<file path="src/rtl/npu_input_pool2x2.sv">
// npu_input_pool2x2: 2x2 round-half-up average pool of the planar RGB image into activation memory (start/halt/rows_avail in; busy/done/halted/cur_row status; rgb_addr/rgb_rddata read port; act_we/act_addr/act_wrdata write port)
module npu_input_pool2x2 #(
  parameter int IN_W = 32,
  parameter int IN_H = 32,
  parameter int NUM_CH = 3,
  parameter logic [11:0] OUT_BASE = 12'h000
) (
  input  logic        clk,
  input  logic        reset,
  input  logic        start,
  input  logic        halt,
  input  logic [5:0]  rows_avail,
  output logic        busy,
  output logic        done,
  output logic        halted,
  output logic [4:0]  cur_row,
  output logic [11:0] rgb_addr,
  input  logic [7:0]  rgb_rddata,
  output logic        act_we,
  output logic [11:0] act_addr,
  output logic [7:0]  act_wrdata
);
  localparam int XW = $clog2(IN_W / 2);
  localparam int RW = $clog2(IN_H / 2);
  localparam int CW = $clog2(NUM_CH);
  localparam logic [11:0] PLANE = 12'(IN_W * IN_H);
  localparam logic [11:0] ROW = 12'(IN_W);
  localparam logic [11:0] OPLANE = 12'(IN_W * IN_H / 4);
  localparam logic [11:0] OROW = 12'(IN_W / 2);
  typedef enum logic [3:0] {IDLE, WAIT_ROWS, RD0, RD1, RD2, RD3, WR, HALT, DONE} state_t;
  state_t state, state_n;
  logic [XW-1:0] x;
  logic [RW-1:0] r;
  logic [CW-1:0] c;
  logic [9:0] sum;
  logic [11:0] addr_q, rd_addr;
  logic last_x, last_c, last_r, row_end, last, row_start, rows_ok, rd, dy, dx;
  always_comb begin
    last_x = x == XW'(IN_W / 2 - 1);
    last_c = c == CW'(NUM_CH - 1);
    last_r = r == RW'(IN_H / 2 - 1);
    row_end = last_x && last_c;
    last = row_end && last_r;
    row_start = x == '0 && c == '0;
    rows_ok = {1'b0, rows_avail} >= 7'({r, 1'b0}) + 7'd2;
  end
  always_ff @(posedge clk)
    if (reset) state <= IDLE;
    else state <= state_n;
  always_comb begin
    state_n = state;
    case (state)
      IDLE:      state_n = start ? WAIT_ROWS : IDLE;
      WAIT_ROWS: state_n = rows_ok ? RD0 : WAIT_ROWS;
      RD0:       state_n = RD1;
      RD1:       state_n = RD2;
      RD2:       state_n = RD3;
      RD3:       state_n = WR;
      WR:        state_n = last ? DONE : halt ? HALT : row_end ? WAIT_ROWS : RD0;
      HALT:      state_n = halt ? HALT : row_start ? WAIT_ROWS : RD0;
      DONE:      state_n = IDLE;
      default:   state_n = IDLE;
    endcase
  end
  always_comb begin
    rd = state inside {RD0, RD1, RD2, RD3};
    dy = state inside {RD2, RD3};
    dx = state inside {RD1, RD3};
    rd_addr = 12'(c) * PLANE + 12'({r, dy}) * ROW + 12'({x, dx});
    rgb_addr = rd ? rd_addr : addr_q;
    busy = !(state inside {IDLE, DONE});
    done = state == DONE;
    halted = state == HALT;
    cur_row = 5'(r);
    act_we = state == WR;
    act_addr = act_we ? OUT_BASE + 12'(c) * OPLANE + 12'(r) * OROW + 12'(x) : '0;
    act_wrdata = act_we ? 8'((sum + 10'(rgb_rddata) + 10'd2) >> 2) : '0;
  end
  // counters step on WR so that HALT and DONE already see the next pixel (and DONE sees row 0)
  always_ff @(posedge clk)
    if (reset) begin
      x <= '0;
      c <= '0;
      r <= '0;
      sum <= '0;
      addr_q <= '0;
    end else begin
      addr_q <= rgb_addr;
      if (state == RD1) sum <= 10'(rgb_rddata);
      else if (state == RD2 || state == RD3) sum <= sum + 10'(rgb_rddata);
      if (state == WR) begin
        x <= last_x ? '0 : x + 1'b1;
        if (last_x) c <= last_c ? '0 : c + 1'b1;
        if (row_end) r <= last_r ? '0 : r + 1'b1;
      end
    end
endmodule

</file>
<file path="config.mk">
export PLATFORM = sky130hd
export DESIGN_NAME = npu_input_pool2x2
export DESIGN_NICKNAME = d
export VERILOG_FILES = /design/src/rtl/npu_input_pool2x2.sv
export SDC_FILE = /design/constraint.sdc
export NUM_CORES = 1
export LEC_CHECK = 0
export CAP_MARGIN = 20
export CORE_UTILIZATION = 54
export DETAILED_ROUTE_END_ITERATION = 10
export GPL_ROUTABILITY_DRIVEN = 0
export GPL_TIMING_DRIVEN = 0
export MAX_ROUTING_LAYER = met4
export PLACE_DENSITY = 0.86
export SETUP_SLACK_MARGIN = 0.2
export SYNTH_ARGS = -nofsm -noshare
export SYNTH_HDL_FRONTEND = slang
export SYNTH_SLANG_ARGS = --single-unit
</file>
<file path="constraint.sdc">
create_clock -name clk -period 5.5 [get_ports clk]
set_clock_uncertainty 0.15 [all_clocks]
set_input_delay 1.1 -clock clk [delete_from_list [all_inputs] [get_ports clk]]
set_output_delay 1.1 -clock clk [all_outputs]
set_load 0.02 [all_outputs]
</file>
==> images/clock_wires.png <==
Bar = 20 um.
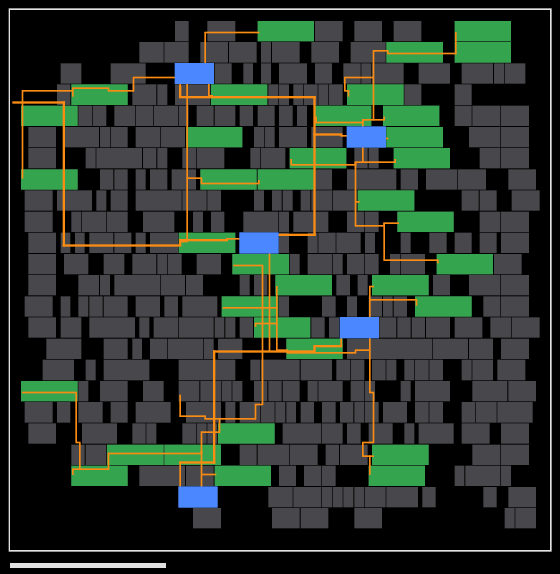
Key: green = flip-flops [count 36]; blue = clock-net drivers [count 5]; orange = clock wires [length 484 um]
Position of the flops: spread over the die. There are 6 routed clock nets.

==> images/ff_map.png <==
Bar = 20 um.
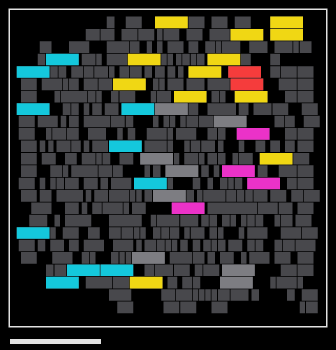
Key: red = c [sequential cells 2]; cyan = sum [sequential cells 10]; magenta = r [sequential cells 4, where middle right]; yellow = addr_q [sequential cells 12]
Another 8 sequential cells are not colored.

==> images/gates.png <==
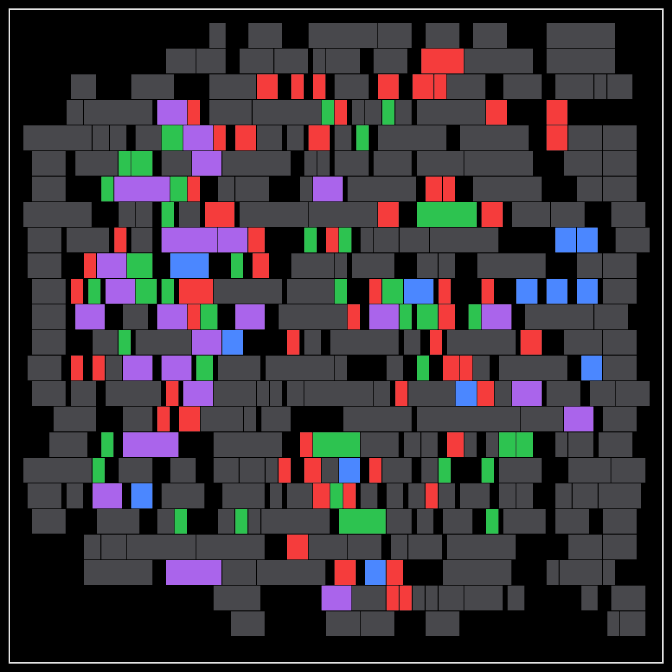
Key: blue = and/or cells [cells 13, most used and2_1]; red = nor cells [cells 59, most used nor2_1]; purple = xor and xnor cells [cells 24, most used xnor2_1]; green = nand cells [cells 38, most used nand2_1]

==> images/congestion_map.png <==
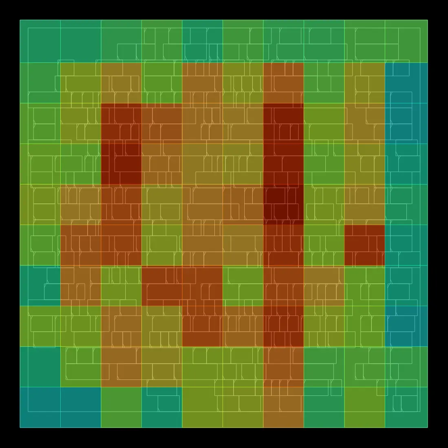
global-route met1 utilization: 0.244
Final Core Density: 0.731
busiest grt layer: met2

==> images/class_map.png <==
Bar = 20 um.
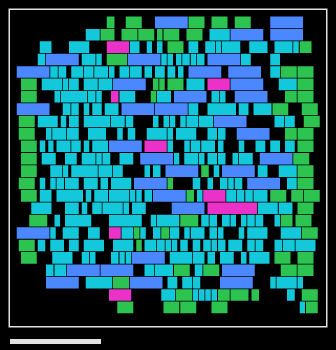
Key: blue = registers [cells 36, share of their area 23%]; green = remaining buffers and delay cells [cells 75, share of their area 21%]; cyan = remaining logic cells [cells 238, share of their area 52%]; magenta = clock drivers and dummy loads [cells 8, share of their area 3.6%]

==> results_slide.txt <==
Synthesis and Place & Route Summary

Status
  • Status: completed

Cells and area
  • Diodes inserted: 0
  • Top Layout Cells: clkdlybuf4s50_1 (51), dfxtp_1 (36), nor2_1 (32)
  • Fin cells: 409
  • Comb gate area: 0.00156 mm^2
  • Final instance area: 0.00318 mm^2
  • Layout cells sized above 1: 0.143
  • Most common logic cell in the routed design: clkdlybuf4s50_1
  • Fin nets: 392

Place
  • Port bufs: 54
  • Placed cells: 401
  • DP Worst Slack: 0.0681 ns
  • Cell area after placement: 0.00306 mm^2

Power and ir drop
  • Switching Fraction: 0.279
  • PwrDens: 201 mW/mm^2
  • P_seq: 0.268 mW
  • Pleak: 1.25 nW
  • Sequential power share: 0.420
  • Share of total power in the clock network: 0.368

Setup path
  • Worst reg2reg path startpoint: sum[0]
  • CP startpoint: rgb_rddata[0]
  • Crit-path max cell delay: 0.61 ns
  • Buf+Inv Stages, Crit Path: 3
  • R2R Path End: sum[8]
  • CP Cell Sequence: clkdlybuf4s50_1 -> ha_1 -> inv_1 -> fa_1 -> nor2b_1 -> o2111ai_1 -> nand3b_1 -> xor2_2 -> xnor2_1 -> nor2_1 -> clkdlybuf4s50_1
  • CP Max Fanout: 4
  • CP Capture Type: output port
  • Setup crit start kind: primary input
  • Levels on crit path: 11
  • R2R setup slack: 3.05 ns
  • Top cell by count, worst path: clkdlybuf4s50_1
  • Highest-delay cell along the critical path: clkdlybuf4s50_1

Clocking
  • CTS tree: yes
  • CTS Sinks: 36
  • Clock Latency Late Sink: 0.30 ns
  • Post-CTS setup buffer count: 0
  • Clock root cell: clkbuf_8
  • CTS-repair resized insts: 2
  • CTS Hold Bufs: 0

Die
  • # IOs: 59
  • Die Area: 0.00481 mm^2
  • Die Y: 69.4 um
  • Rows: 24

Final timing
  • Fin crit period: 5.11 ns
  • Setup TNS: 0 ns
  • Setup Viol. Count Final: 0
  • Final period util: 0.930
  • Slew margin rel.: 0.550
  • Max-slew violations: 0
  • Final hold violation count: 0

Drt
  • Remaining DRCs: 0
  • Vias per inst: 5.43
  • Routed via count: 2,220
  • Drt initial violations: 152
  • Routed len/inst: 13.3 um
  • Final wirelength: 5450 um
  • Antenna Nets Post-Route: 0

Synthesis
  • Comb area leader: simple AND/OR/NAND/NOR gates
  • Synth unique cells: 53
  • Dominant cell area share: 0.294
  • Seq/Total Area, Yosys: 0.294
  • Post-synth area hogs: dfxtp_1 (29%), ha_1 (8.7%), nor2_1 (4.9%)
  • Chip Area, Yosys: 0.00245 mm^2
  • Post-synth EDFFs: 0
  • Count leader, synth: dfxtp_1
  • Post-synth top cells: dfxtp_1 (36), nor2_1 (32), nand2_1 (24)
  • Xor/xnor share: 0.0950
  • Mux area share: 0.0409
  • Avg Synthesized Cell Area: 8.36 um^2
  • Synth Area in Simple Gates: 0.233
  • Ys async rst share: 0
  • Adder and majority cell fraction of the synthesized area: 0.0950
  • And-or/or-and share of the synthesized area: 0.164
  • Most common reg cell: dfxtp_1

Global routing
  • GRT Resource Usage Total: 0.238
  • Initial antenna violation count: 0
  • Largest net degree at the start of global routing: 13

Hold path
  • Hold EP: sum[0]
  • Min-Delay Path Class: flop to flop
  • Hold_sp: sum[0]
sequential cells by signal (all words and copies together) (netlist names):
name    flops
x           4
r           4
sum        10
state       4
addr_q     12
c           2
cell type report:
cell class,count,share of cell area
multi-input combinational,224,0.491
clock buffer,5,0.0216
clock inverter,3,0.0134
inverter,14,0.0169
tap,52,0.0204
sequential,36,0.226
buffer,21,0.0417
timing repair buffer,54,0.169
through the flow:
step                hold WS (ns)  total power [mW]
finish                     0.313             0.640
CTS                        0.314             0.641
global placement           0.298             0.406
floorplan                  0.290             0.370
detailed placement         0.303             0.408
global route               0.345             0.667
per-layer routing:
layer	routed length, um	vias to the layer above	track usage
met5	0	-	-
met4	50	0	0.0975
met3	315	7	0.0436
met2	2890	68	0.443
met1	2190	1026	0.244
li1	-	1119	-
Power figures rest on the tool's default switching activity, not on a simulated workload.
